## config.mk

```make
export PLATFORM = sky130hd
export DESIGN_NAME = seg_scan_display
export DESIGN_NICKNAME = d
export VERILOG_FILES = /design/src/rtl/seg_scan_display.sv
export SDC_FILE = /design/constraint.sdc
export NUM_CORES = 1
export LEC_CHECK = 0
export CORE_MARGIN = 2
export CORE_UTILIZATION = 45
export CTS_CLUSTER_SIZE = 20
export DETAILED_ROUTE_END_ITERATION = 6
export PLACE_DENSITY = 0.76
export SYNTH_ARGS = -nofsm -noshare
export SYNTH_HDL_FRONTEND = slang
export SYNTH_SLANG_ARGS = --single-unit
```

## constraint.sdc

```tcl
create_clock -name clk -period 2.5 [get_ports clk]
set_input_delay 0.375 -clock clk [delete_from_list [all_inputs] [get_ports clk]]
set_output_delay 0.375 -clock clk [all_outputs]
set_load 0.01 [all_outputs]
```

## src/rtl/seg_scan_display.sv

```systemverilog
// Four-digit multiplexed seven-segment driver with blanking gaps between digits,
// frame-synchronous value commit, per-digit decimal points and leading-zero blanking.
module seg_scan_display #(
  parameter int REFRESH_DIV  = 100000,
  parameter int BLANK_CYCLES = 16
) (
  input  logic        clk,
  input  logic        Reset,
  input  logic        load,
  input  logic [15:0] value,
  input  logic [3:0]  dp_mask,
  input  logic        lz_blank,
  output logic [3:0]  AN,
  output logic [7:0]  Out,
  output logic        frame_done,
  output logic        pending
);

  localparam int MAX_CNT = (REFRESH_DIV > BLANK_CYCLES) ? REFRESH_DIV : BLANK_CYCLES;
  localparam int CNT_W   = (MAX_CNT > 1) ? $clog2(MAX_CNT) : 1;
  localparam logic [CNT_W-1:0] SHOW_LAST = CNT_W'(REFRESH_DIV - 1);
  localparam logic [CNT_W-1:0] GAP_LAST  = CNT_W'(BLANK_CYCLES - 1);

  generate
    if (REFRESH_DIV < 1 || BLANK_CYCLES < 1) begin : g_param_check
      $error("seg_scan_display: REFRESH_DIV and BLANK_CYCLES must both be >= 1");
    end
  endgenerate

  typedef enum logic {
    PH_SHOW = 1'b0,
    PH_GAP  = 1'b1
  } phase_t;

  // Scan state
  phase_t           r_phase;
  logic [1:0]       r_digit;
  logic [CNT_W-1:0] r_cnt;

  // Registered outputs
  logic [3:0] r_an;
  logic [7:0] r_out;
  logic       r_frame_done;

  // Displayed (committed) and pending (loaded, not yet committed) contents
  logic [15:0] r_disp_val;
  logic [3:0]  r_disp_dp;
  logic        r_disp_lz;
  logic [15:0] r_pend_val;
  logic [3:0]  r_pend_dp;
  logic        r_pend_lz;
  logic        r_pending;

  logic       w_phase_end;
  logic       w_frame_end;
  logic [3:0] w_nibble;
  logic       w_blank;
  logic [6:0] w_seg;

  assign w_phase_end = (r_phase == PH_SHOW) ? (r_cnt == SHOW_LAST) : (r_cnt == GAP_LAST);
  assign w_frame_end = (r_phase == PH_GAP) && (r_digit == 2'd3) && (r_cnt == GAP_LAST);

  // NOTE: every variable assigned in always_comb gets a default first so no latch is inferred.
  always_comb begin
    w_nibble = r_disp_val[3:0];
    w_blank  = 1'b0;
    case (r_digit)
      2'd1: begin
        w_nibble = r_disp_val[7:4];
        w_blank  = r_disp_lz && (r_disp_val[15:4] == 12'h000);
      end
      2'd2: begin
        w_nibble = r_disp_val[11:8];
        w_blank  = r_disp_lz && (r_disp_val[15:8] == 8'h00);
      end
      2'd3: begin
        w_nibble = r_disp_val[15:12];
        w_blank  = r_disp_lz && (r_disp_val[15:12] == 4'h0);
      end
      default: begin
        w_nibble = r_disp_val[3:0];
        w_blank  = 1'b0;
      end
    endcase
  end

  // Active-low segments g..a
  always_comb begin
    w_seg = 7'h7F;
    case (w_nibble)
      4'h0: w_seg = 7'h40;
      4'h1: w_seg = 7'h79;
      4'h2: w_seg = 7'h24;
      4'h3: w_seg = 7'h30;
      4'h4: w_seg = 7'h19;
      4'h5: w_seg = 7'h12;
      4'h6: w_seg = 7'h02;
      4'h7: w_seg = 7'h78;
      4'h8: w_seg = 7'h00;
      4'h9: w_seg = 7'h10;
      4'hA: w_seg = 7'h08;
      4'hB: w_seg = 7'h03;
      4'hC: w_seg = 7'h46;
      4'hD: w_seg = 7'h21;
      4'hE: w_seg = 7'h06;
      4'hF: w_seg = 7'h0E;
      default: w_seg = 7'h7F;
    endcase
  end

  // Scan FSM; AN/Out are registered from the current state, so they trail it by one clock.
  // NOTE: sequential state uses non-blocking assignments so every register samples pre-edge values.
  always_ff @(posedge clk or posedge Reset) begin
    if (Reset) begin
      r_phase      <= PH_SHOW;
      r_digit      <= 2'd0;
      r_cnt        <= '0;
      r_an         <= 4'b1111;
      r_out        <= 8'hFF;
      r_frame_done <= 1'b0;
    end else begin
      if (w_phase_end) begin
        r_cnt <= '0;
        if (r_phase == PH_SHOW) begin
          r_phase <= PH_GAP;
        end else begin
          r_phase <= PH_SHOW;
          r_digit <= r_digit + 2'd1;
        end
      end else begin
        r_cnt <= r_cnt + CNT_W'(1);
      end

      if (r_phase == PH_SHOW) begin
        r_an  <= ~(4'b0001 << r_digit);
        r_out <= w_blank ? 8'hFF : {~r_disp_dp[r_digit], w_seg};
      end else begin
        r_an  <= 4'b1111;
        r_out <= 8'hFF;
      end

      r_frame_done <= w_frame_end;
    end
  end

  // Loads park in the pending register and only reach the display at the frame boundary,
  // so a frame never mixes digits of two different values.
  always_ff @(posedge clk or posedge Reset) begin
    if (Reset) begin
      r_disp_val <= 16'h0000;
      r_disp_dp  <= 4'h0;
      r_disp_lz  <= 1'b0;
      r_pend_val <= 16'h0000;
      r_pend_dp  <= 4'h0;
      r_pend_lz  <= 1'b0;
      r_pending  <= 1'b0;
    end else if (w_frame_end) begin
      if (load) begin
        r_disp_val <= value;
        r_disp_dp  <= dp_mask;
        r_disp_lz  <= lz_blank;
      end else if (r_pending) begin
        r_disp_val <= r_pend_val;
        r_disp_dp  <= r_pend_dp;
        r_disp_lz  <= r_pend_lz;
      end
      r_pending <= 1'b0;
    end else if (load) begin
      r_pend_val <= value;
      r_pend_dp  <= dp_mask;
      r_pend_lz  <= lz_blank;
      r_pending  <= 1'b1;
    end
  end

  assign AN         = r_an;
  assign Out        = r_out;
  assign frame_done = r_frame_done;
  assign pending    = r_pending;

endmodule

```

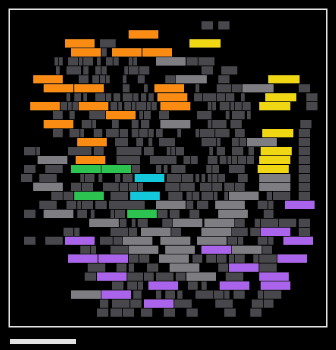
**Above:** register map, names as in the netlist.
Bar = 20 µm.
| netlist name | color | sequential cells |
|---|---|---|
| `r_digit` | cyan | 2 |
| `Out` | yellow | 8 |
| `r_pend_val` | purple | 16 |
| `r_disp_dp` | green | 4 |
| `r_cnt` | orange | 17 |
not colored: 29

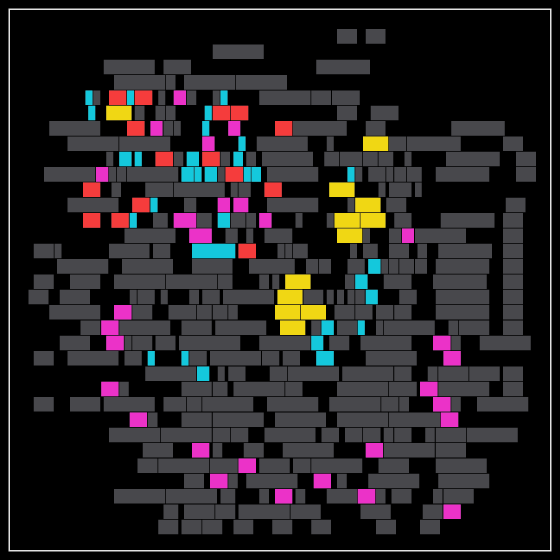
**Above:** gate families picked out.
| family | color | cells |
|---|---|---|
| and/or cells | magenta | 29 |
| nor cells | cyan | 31 |
| fa/ha/maj cells | yellow | 12 |
| xor and xnor cells | red | 15 |
Commonest Layout Cell: dfrtp_1
final cell count without fillers: 473
logic share of the area: 39.0%

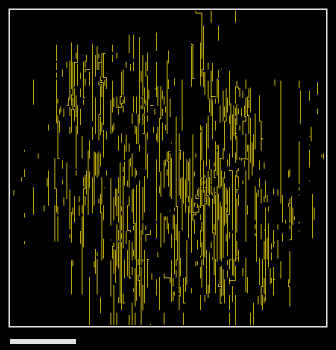
**Above:** signal wires on met2.
Bar = 20 µm.
main direction: vertical
nets with wire on the layer: 329
longest straight run: 42.5 µm
DR vias: 2590
met2 usage: 27.9%
Post-Route WL: 7390 µm

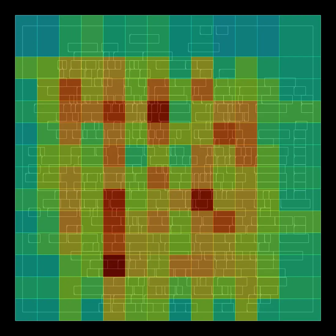
**Above:** routing congestion.
WL per Instance: 15.6 µm
Final Core Density: 54.9%
Total GRT Usage: 18.0%

==> impl_metrics.toml <==
# generated from flow reports
[synthesis]
ys_warn_count = 0
syn-instance-count = 319
xor_share_pct = 3.46
fa_ha_area_share_pct = 3.96
synth.distinct_cells = 45
common_cells = "dfrtp_1, nand2_1, mux2_4"
top_area_cell = "dfrtp_1"
area_leaders = "dfrtp_1, dfstp_2, mux2_4"

[route]
drtAntennaViolNets = 0
met3_length_um = 292
first_pass_iters = 4
drc = 0

[clocking]
cts_tree = "built"
numCtsBuffers = 9
cts_hold_buffers = 0
clockRootBuffer = "clkbuf_8"

[timing]
worstMarginPinSlew_ns = 0.709
slew_headroom_pct = 52.7
tns_ns = 0
period_used_pct = 92.4
max_freq_ghz = 0.433

[die]
ios = 38

[place]
placed_cells = 457

[setup_path]
worstPathRequired_ns = 2.73

[status]
outcome = "complete, no violations"

[global_routing]
grt_pass1_vias = 2537
top_usage_layer = "met2"

[layout]
regArea_um2 = 1920
syn2layout_area_growth_pct = 18.3
logic_gates = 219
reg_top3 = "r_cnt (17), r_disp_val (16), r_pend_val (16)"
largest_reg_flops = 17
nNetsFinal = 399
layout-drive-gt1-share_pct = 19.3
nClkBuffers = 10
largest_cell_class = "sequential cells"

[power]
powerDensity_nw_per_um2 = 562
pwr-share-clk_pct = 36.7
Power is estimated from default activity; no workload was simulated.
